--- src/rtl/ring_link_pkg.sv ---
// Shared definitions for the ring-counter time-multiplexed link (tx mux and rx demux).
package ring_link_pkg;

  localparam int unsigned RING_SLOTS = 3;

  localparam logic [RING_SLOTS-1:0] RING_RESET = 3'b001;
  localparam logic [RING_SLOTS-1:0] SLOT0      = 3'b001;
  localparam logic [RING_SLOTS-1:0] SLOT1      = 3'b010;
  localparam logic [RING_SLOTS-1:0] SLOT2      = 3'b100;

  // True when exactly one of the three ring bits is set.
  function automatic logic is_onehot3(input logic [RING_SLOTS-1:0] r);
    return (r == SLOT0) || (r == SLOT1) || (r == SLOT2);
  endfunction

endpackage

--- src/rtl/ring_counter_3.sv ---
// 3-slot one-hot ring counter with frame restart and recovery from non-one-hot upsets.
module ring_counter_3
  import ring_link_pkg::*;
(
  input  logic                  clock,
  input  logic                  reset,
  input  logic                  enable,
  input  logic                  sync,
  output logic [RING_SLOTS-1:0] ring_o
);

  logic [RING_SLOTS-1:0] ring_q;
  logic [RING_SLOTS-1:0] ring_d;

  // Next slot: illegal state snaps home; sync realigns (a same-cycle strobe counts as slot 0).
  always_comb begin
    ring_d = ring_q;
    if (!is_onehot3(ring_q)) begin
      ring_d = RING_RESET;
    end else if (sync) begin
      ring_d = enable ? SLOT1 : SLOT0;
    end else if (enable) begin
      ring_d = {ring_q[RING_SLOTS-2:0], ring_q[RING_SLOTS-1]};
    end
  end

  // Ring state register.
  always_ff @(posedge clock) begin
    if (reset) ring_q <= RING_RESET;
    else       ring_q <= ring_d;
  end

  assign ring_o = ring_q;

endmodule

--- src/rtl/ring_demultiplexer_1x3.sv ---
// Receive side of the ring link: splits the shared serial line into three held channels,
// updating all three together only when a full slot 0..2 frame has been captured.
module ring_demultiplexer_1x3
  import ring_link_pkg::*;
#(
  parameter int unsigned DATA_WIDTH = 1
) (
  input  logic                  clock,
  input  logic                  reset,
  input  logic                  enable,
  input  logic                  sync,
  input  logic [DATA_WIDTH-1:0] serial_in,
  output logic [RING_SLOTS-1:0] ring_counter,
  output logic [DATA_WIDTH-1:0] bit_0,
  output logic [DATA_WIDTH-1:0] bit_1,
  output logic [DATA_WIDTH-1:0] bit_2,
  output logic                  frame_valid
);

  logic [RING_SLOTS-1:0] ring;
  logic                  ring_ok;

  logic [DATA_WIDTH-1:0] cap0_q, cap1_q;
  logic [DATA_WIDTH-1:0] bit0_q, bit1_q, bit2_q;
  logic                  fv_q;

  ring_counter_3 u_ring (
    .clock  (clock),
    .reset  (reset),
    .enable (enable),
    .sync   (sync),
    .ring_o (ring)
  );

  assign ring_ok = is_onehot3(ring);

  // Capture into the slot active before the rotate; slot 2 commits the whole frame.
  // Slot 2 needs no capture reg: it loads the output straight from the line.
  always_ff @(posedge clock) begin
    if (reset) begin
      cap0_q <= '0;
      cap1_q <= '0;
      bit0_q <= '0;
      bit1_q <= '0;
      bit2_q <= '0;
      fv_q   <= 1'b0;
    end else begin
      fv_q <= 1'b0;
      if (ring_ok) begin
        if (sync) begin
          // Partial frame dropped; a same-cycle strobe starts the new frame at slot 0.
          cap0_q <= enable ? serial_in : '0;
          cap1_q <= '0;
        end else if (enable) begin
          unique case (ring)
            SLOT0: cap0_q <= serial_in;
            SLOT1: cap1_q <= serial_in;
            SLOT2: begin
              bit0_q <= cap0_q;
              bit1_q <= cap1_q;
              bit2_q <= serial_in;
              fv_q   <= 1'b1;
            end
            default: ;
          endcase
        end
      end
    end
  end

  assign ring_counter = ring;
  assign bit_0        = bit0_q;
  assign bit_1        = bit1_q;
  assign bit_2        = bit2_q;
  assign frame_valid  = fv_q;

endmodule

--- config.mk ---
export PLATFORM = sky130hd
export DESIGN_NAME = ring_demultiplexer_1x3
export DESIGN_NICKNAME = d
export VERILOG_FILES = /design/src/rtl/ring_link_pkg.sv /design/src/rtl/ring_counter_3.sv /design/src/rtl/ring_demultiplexer_1x3.sv
export SDC_FILE = /design/constraint.sdc
export NUM_CORES = 1
export LEC_CHECK = 0
export CAP_MARGIN = 20
export CELL_PAD_IN_SITES_DETAIL_PLACEMENT = 0
export CELL_PAD_IN_SITES_GLOBAL_PLACEMENT = 1
export CORE_MARGIN = 4
export CORE_UTILIZATION = 35
export DETAILED_ROUTE_END_ITERATION = 10
export PLACE_DENSITY_LB_ADDON = 0.1
export SLEW_MARGIN = 20
export SYNTH_ARGS = -nofsm -noshare
export SYNTH_HDL_FRONTEND = slang
export SYNTH_SLANG_ARGS = --single-unit
--- constraint.sdc ---
create_clock -name clock -period 2.8 [get_ports clock]
set_input_delay 0.28 -clock clock [delete_from_list [all_inputs] [get_ports clock]]
set_output_delay 0.28 -clock clock [all_outputs]
set_load 0.05 [all_outputs]
run_1/port_nets.png
Scale bar: 10 um.
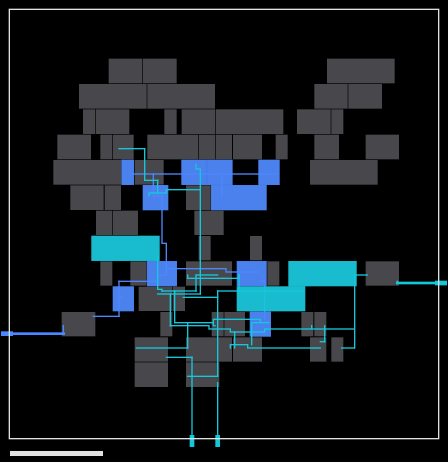
[sync] blue | bits: 1 | direction: input | end cells: 10 | buffers: 1 | wire: 63.4 um
[ring_counter] cyan | bits: 3 | direction: output | end cells: 3 | buffers: 3 | wire: 176 um
# IOs: 12
port bufs: 11

run_1/met2.png
Scale bar: 10 um.
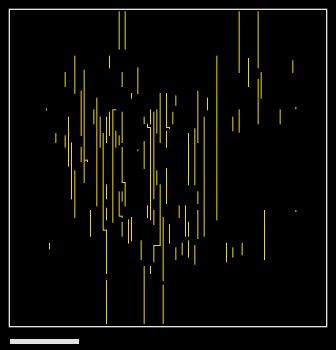
nets with wire on the layer: 59
wire length on this layer: 441 um
longest straight run: 23.8 um
main direction: vertical
share of all routed wire: 44%
Vias: 433
M2 GR Usage: 15.4%
WL final: 991 um

run_1/met3.png
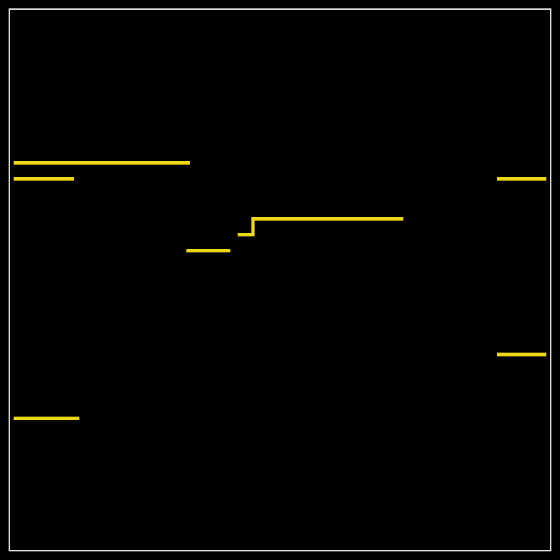
main direction: horizontal
nets with wire on the layer: 6
share of all routed wire: 5.2%
met3 Resource Use GR: 5.93%

run_1/gate_families.png
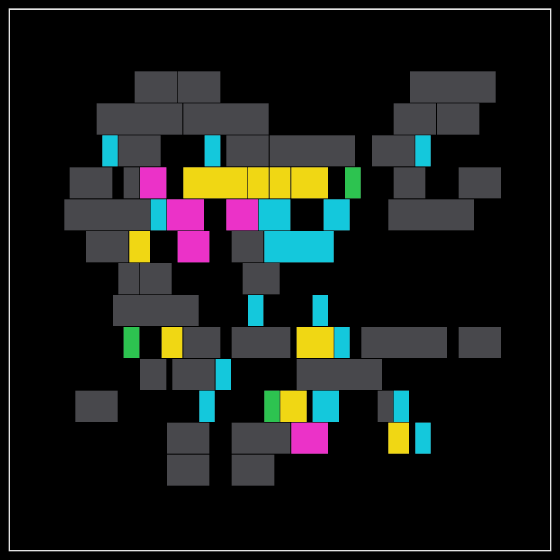
[inverting AOI/OAI gates] yellow | cells: 9
[NOR gates] cyan | cells: 15
[AND and OR gates] magenta | cells: 5
[inverters] green | cells: 3
final cell count without fillers: 83
Comb area share: 45.6%

==> job_summary.md, run 1 <==
## PnR job results

| Metric | Value |
|---|---|
| Cell type with the largest total area | `dfxtp_1` |
| DP HPWL | `755 um` |
| Initial antenna violation count | `0` |
| Met1 usage | `15.3%` |
| Static leakage | `0.258 nW` |
| Status | `finished clean` |
| Period utilization | `68.7%` |
| Clock Tree Root | `clkbuf_4` |
| Final Hold Vio Count | `0` |
| Area of the mapped netlist | `505 um^2` |
| Layout overhead on the synthesized area | `26.0%` |
| Final Max Slew Viols | `0` |
| Filler cell count in the final layout | `139` |
| Pre-CTS setup slack | `1010 ps` |
| Vias/cell | `5.22` |
| Inserted Clock Buffers | `3` |
| GRT Resource Usage Total | `11.3%` |
| Critical Path RT | `2520 ps` |
| Top cell area share | `35.6%` |
| Fp util | `37.9%` |
| Kind of cell adding the most delay to the critical path | `buffers and inverters` |
| Top cells, area | `dfxtp_1 (36%), nor2_1 (8.2%), mux2i_1 (5.9%)` |
| Wl on met1 | `491 um` |
| Top layer in use | `met4` |
| Arr. time, crit path | `1640 ps` |
| Stage-log warning count | `26` |
| Main synth FF type | `dfxtp_1` |
| CTS-repair resized insts | `0` |
| Crit start category | `register` |
| Global route overflow | `0` |
[run 1: area by class of cell]
cell class	instances	area, um^2	share of cell area, %
clock buffer	4	26.3	4.13
inverter	3	11.3	1.77
multi-input combinational	41	290	45.6
sequential	9	180	28.3
tap	15	18.8	2.95
timing repair buffer	11	110	17.3
[run 1: cells in the mapped netlist (2+ instances only)]
cell type,n
a21oi_1,3
and3b_1,2
dfxtp_1,9
inv_1,3
mux2i_1,3
nand2b_4,2
nor2_1,11
nor4_1,2
o21ai_1,2
[run 1: cells by family (layout without fill, tap and decap cells)]
logic type / Yosys count / count (layout) / share of synthesized area (%)
simple gates: 26 / 26 / 33.2
compound gates: 11 / 11 / 16.6
flops: 9 / 9 / 35.6
buf+inv: 6 / 18 / 6.93
mux: 3 / 3 / 5.94
xor+xnor: 1 / 1 / 1.73
[run 1: report_power, final]
group          switching (mW)  internal (mW)  total (mW)
sequential            0.00603          0.132       0.138
clock                  0.0447         0.0549      0.0996
combinational          0.0271         0.0222      0.0492
[run 1: flip-flops by register name, indices dropped and copies added (netlist names)]
name	flops
bit_0	1
bit_1	1
bit_2	1
cap0_q	1
cap1_q	1
frame_valid	1
u_ring.ring_o	3
[run 1: path summary, 6_finish.rpt]
check | start | to | depth (start not counted)
worst max-delay path | u_ring.ring_o[1]$_SDFFE_PP0P_ | ring_counter[1] | 1
worst min-delay path | cap1_q$_SDFFE_PP0P_ | cap1_q$_SDFFE_PP0P_ | 2
worst min register to register | cap1_q$_SDFFE_PP0P_ | cap1_q$_SDFFE_PP0P_ | 2
worst max register to register | u_ring.ring_o[1]$_SDFFE_PP0P_ | bit_1$_SDFFE_PP0P_ | 4
## Run 2: what changed since run 1
--- a/config.mk
+++ b/config.mk
@@ -9,7 +9,7 @@
 export CELL_PAD_IN_SITES_DETAIL_PLACEMENT = 0
 export CELL_PAD_IN_SITES_GLOBAL_PLACEMENT = 1
 export CORE_MARGIN = 4
-export CORE_UTILIZATION = 35
+export CORE_UTILIZATION = 31
 export DETAILED_ROUTE_END_ITERATION = 10
 export PLACE_DENSITY_LB_ADDON = 0.1
 export SLEW_MARGIN = 20
==> constraint.sdc (replaced) <==
create_clock -name clock -period 1.7 [get_ports clock]
set_input_delay 0.17 -clock clock [delete_from_list [all_inputs] [get_ports clock]]
set_output_delay 0.17 -clock clock [all_outputs]
set_load 0.05 [all_outputs]
run_2/gate_families.png
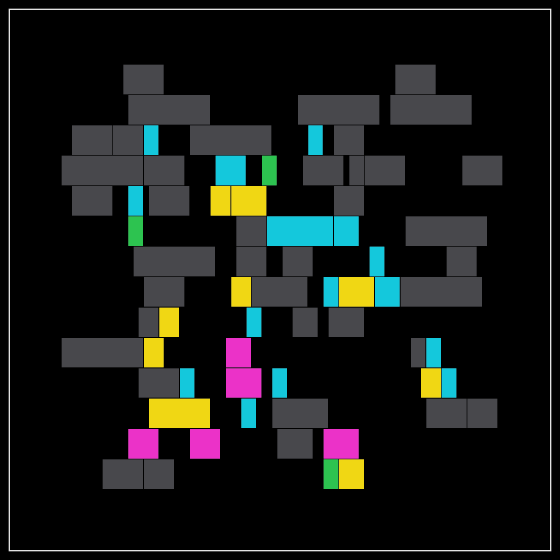
[inverters] green | cells: 3
[AND and OR gates] magenta | cells: 5 | where: bottom centre
[inverting AOI/OAI gates] yellow | cells: 9
[NOR gates] cyan | cells: 15
Comb area share: 44.4%
most frequent logic cell in the layout: nor2_1

==> job_summary.md, run 2 <==
## PnR job results

| Metric | Value |
|---|---|
| Status | `finished clean` |
| Main synth FF type | `dfxtp_1` |
| Port bufs | `11 (unchanged)` |
| Stage-log warning count | `26 (unchanged)` |
| Final cell count without fillers | `87 (+4.8%)` |
| Max reg flops | `3 (unchanged)` |
| CTS-repair resized insts | `0 (unchanged)` |
| Vias/cell | `5.02 (-3.7%)` |
| Initial antenna violation count | `0 (unchanged)` |
| Top cells, area | `dfxtp_1 (36%), nor2_1 (8.2%), mux2i_1 (5.9%)` |
| Global route overflow | `0 (unchanged)` |
| Fp util | `33.2% (-4.7 points)` |
| Arr. time, crit path | `1390 ps (-250 ps)` |
| Kind of cell adding the most delay to the critical path | `buffers and inverters` |
| Critical Path RT | `1530 ps (-990 ps)` |
| Buf/Inv on CP | `1` |
| Top cell area share | `35.6% (unchanged)` |
| GRT Resource Usage Total | `10.7% (-0.67 points)` |
| Static leakage | `0.276 nW (+7.1%)` |
| Count leader, synth | `nor2_1` |
| Crit start category | `register` |
| Area of the mapped netlist | `505 um^2 (unchanged)` |
| Cell type with the largest total area | `dfxtp_1` |
| Clock Tree Root | `clkbuf_4` |
| Final Max Slew Viols | `0 (unchanged)` |
| Met1 usage | `13.0% (-2.3 points)` |
| Inserted Clock Buffers | `3 (unchanged)` |
| Postcts setup bufs | `0` |
| Filler cell count in the final layout | `169 (+22%)` |
| Pre-CTS setup slack | `108 ps (-904 ps)` |
| Final Hold Vio Count | `0 (unchanged)` |
| Gate Area | `290 um^2 (unchanged)` |
| # IOs | `12 (unchanged)` |
run_2/met3.png
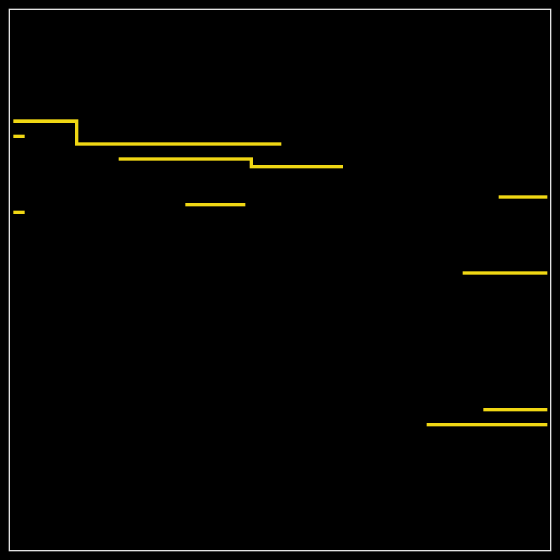
main direction: horizontal
share of all routed wire: 7.3%
Vias: 437
WL final: 1090 um
met3 Resource Use GR: 6.13%

-- run 2: cell families (layout without fill, tap and decap cells) --
kind of cell              after synthesis  in the layout  share of synthesized area, %
AOI/OAI and AO/OA                      11             11                          16.6
buffers and inverters                   6             21                          6.93
xor gates and xnor gates                1              1                          1.73
DFF                                     9              9                          35.6
and+or+nand+nor                        26             26                          33.2
muxes                                   3              3                          5.94
-- run 2: final timing paths --
| kind | start | to | slack (ps) | cells after the start |
|---|---|---|---|---|
| max | bit_2$_SDFFE_PP0P_ | bit_2 | 140 | 1 |
| min | cap1_q$_SDFFE_PP0P_ | cap1_q$_SDFFE_PP0P_ | 470 | 2 |
| max reg2reg | u_ring.ring_o[1]$_SDFFE_PP0P_ | bit_0$_SDFFE_PP0P_ | 380 | 4 |
| min reg2reg | cap1_q$_SDFFE_PP0P_ | cap1_q$_SDFFE_PP0P_ | 470 | 2 |
-- run 2: layer usage --
layer  share of wire [%]  routed length (um)
met1                  46                 506
met5                   0                   0
met2                  46                 503
met4                   0                   0
met3                 7.3                  79
-- run 2: area by class of cell --
cell class | instances | share of cell area [%]
Tap cell | 16 | 3.07
Multi-Input combinational cell | 41 | 44.4
Inverter | 3 | 1.72
Clock buffer | 4 | 4.02
Sequential cell | 9 | 27.6
Timing Repair Buffer | 14 | 19.2
-- run 2: where the power goes --
| part | internal (mW) | leakage, nW | switching (mW) |
|---|---|---|---|
| Combinational | 0.0397 | 0.188 | 0.0462 |
| Sequential | 0.218 | 0.0732 | 0.0106 |
| Clock | 0.0901 | 0.0150 | 0.0698 |
-- run 2: tightest hold or removal path, delay by kind of cell, from the launching register on --
family / cells / cell delay (ps)
compound gates: 1 / 70
buf+inv: 1 / 50
flops: 1 / 310
## Run 3: what changed since run 2
--- a/config.mk
+++ b/config.mk
@@ -8,7 +8,7 @@
 export CAP_MARGIN = 20
 export CELL_PAD_IN_SITES_DETAIL_PLACEMENT = 0
 export CELL_PAD_IN_SITES_GLOBAL_PLACEMENT = 1
-export CORE_MARGIN = 4
+export CORE_MARGIN = 3
 export CORE_UTILIZATION = 31
 export DETAILED_ROUTE_END_ITERATION = 10
 export PLACE_DENSITY_LB_ADDON = 0.1
run_3/final_congestion.png
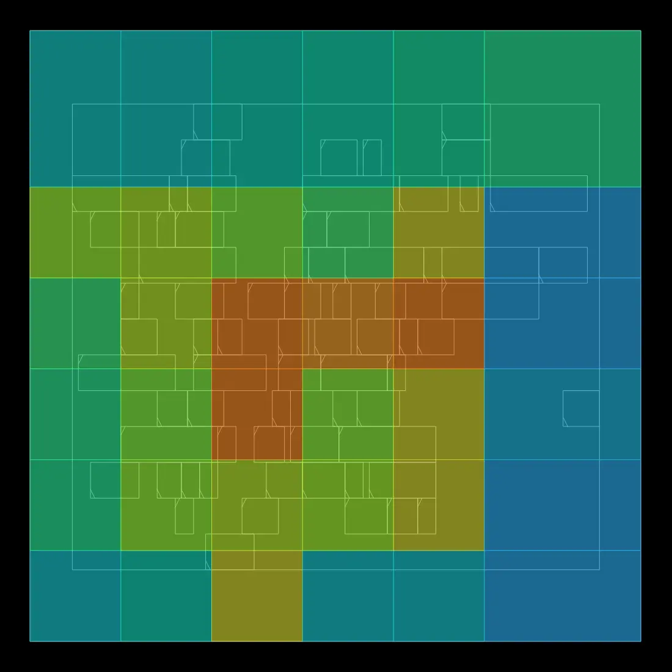
met1 usage: 15.3%
wire per inst: 11.5 um
M2 GR Usage: 15.9%

==> job_summary.md, run 3 <==
## PnR job results

| Metric | Value |
|---|---|
| Critical R2R Launch | `u_ring.ring_o[1]$_SDFFE_PP0P_` |
| GRT Resource Usage Total | `11.3% (+0.59 points)` |
| Synth mux share | `5.94% (unchanged)` |
| Clock Tree Root | `clkbuf_4` |
| Reg2Reg Setup Slack | `380 ps (about the same)` |
| Count leader, synth | `nor2_1` |
| WL final | `979 um (-10%)` |
| Buf/Inv on CP | `1 (unchanged)` |
| # IOs | `12 (unchanged)` |
| Reg-to-reg endpoint | `bit_2$_SDFFE_PP0P_` |
| Comb pwr share | `17.5% (-0.6 points)` |
| Hold path depth | `2 (unchanged)` |
| Inserted Clock Buffers | `3 (unchanged)` |
| Postcts setup bufs | `0 (unchanged)` |
| Clock power frac | `34.6% (+0.8 points)` |
| Global route overflow | `0 (unchanged)` |
| Status | `finished clean` |
| Max reg flops | `3 (unchanged)` |
| Stage-log warning count | `26 (unchanged)` |
| Most frequent logic cell in the layout | `nor2_1` |
| Sw Ratio | `27.1% (+0.42 points)` |
| Main power group | `registers` |
| Kind of cell adding the most delay to the critical path | `buffers and inverters` |
| Critical Path RT | `1530 ps (about the same)` |
| Sw power | `129 uW (+1.8%)` |
| Hold_sp | `cap1_q$_SDFFE_PP0P_` |
| Crit start category | `register` |
| Cell type with the largest total area | `dfxtp_1` |
run_3/gate_families.png
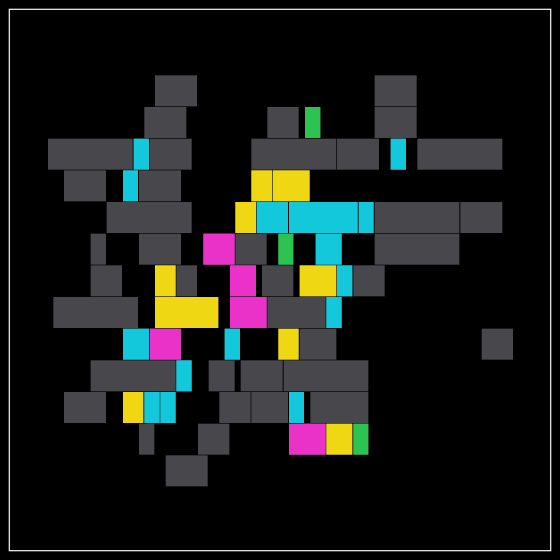
[AND and OR gates] magenta | cells: 5 | where: centre
[inverters] green | cells: 3
[inverting AOI/OAI gates] yellow | cells: 9 | where: centre
[NOR gates] cyan | cells: 15 | where: centre
final cell count without fillers: 85
Comb area share: 45.0%

run 3: cell count changes in the layout (fill, tap and decap cells not counted), sizes merged:
cell | previous run | this run
buf | 6 | 5
run 3: through the flow:
| step | cell area (um^2) | setup slack [ps] |
|---|---|---|
| 6_report | 644 | 122 |
| 5_1_grt | 644 | 80.3 |
| 4_1_cts | 644 | 117 |
| 3_5_place_dp | 618 | 125 |
| 3_3_place_gp | 618 | 121 |
| 2_1_floorplan | 505 | 151 |
run 3: cells by family (layout without fill, tap and decap cells):
group	count (synthesis)	count (layout)
xor gates and xnor gates	1	1
muxes	3	3
DFF	9	9
AOI/OAI and AO/OA	11	11
buffers and inverters	6	20
and+or+nand+nor	26	26
run 3: layout make-up:
class / count / area, um^2 / share of cell area (%)
clock buffers: 4 / 26.3 / 4.08
inverters: 3 / 11.3 / 1.75
multi-input cells: 41 / 290 / 45.0
flip-flops and latches: 9 / 180 / 28.0
well taps: 15 / 18.8 / 2.91
repair buffers: 13 / 118 / 18.3
run 3: worst max path at each step:
stage / slack (ps) / endpoint / from / cells after the start
6_report: 120 / bit_1 / bit_1$_SDFFE_PP0P_ / 1
3_5_place_dp: 120 / bit_1$_SDFFE_PP0P_ / enable / 5
5_1_grt: 80 / bit_1 / bit_1$_SDFFE_PP0P_ / 1
3_3_place_gp: 120 / bit_1$_SDFFE_PP0P_ / enable / 5
2_1_floorplan: 150 / cap0_q$_SDFFE_PP0P_ / u_ring.ring_o[0]$_SDFFE_PP1P_ / 4
4_1_cts: 120 / bit_1 / bit_1$_SDFFE_PP0P_ / 1
run 3: metal layers:
metal  up-vias  wire, um  GRT usage [%]
met3         0        63           5.86
met1       202       455           15.3
met4         0         0           1.70
met2         8       460           15.9
met5         -         0              0
li1        225         -              -
No activity file was given, so power comes from the tool's default toggle rates.
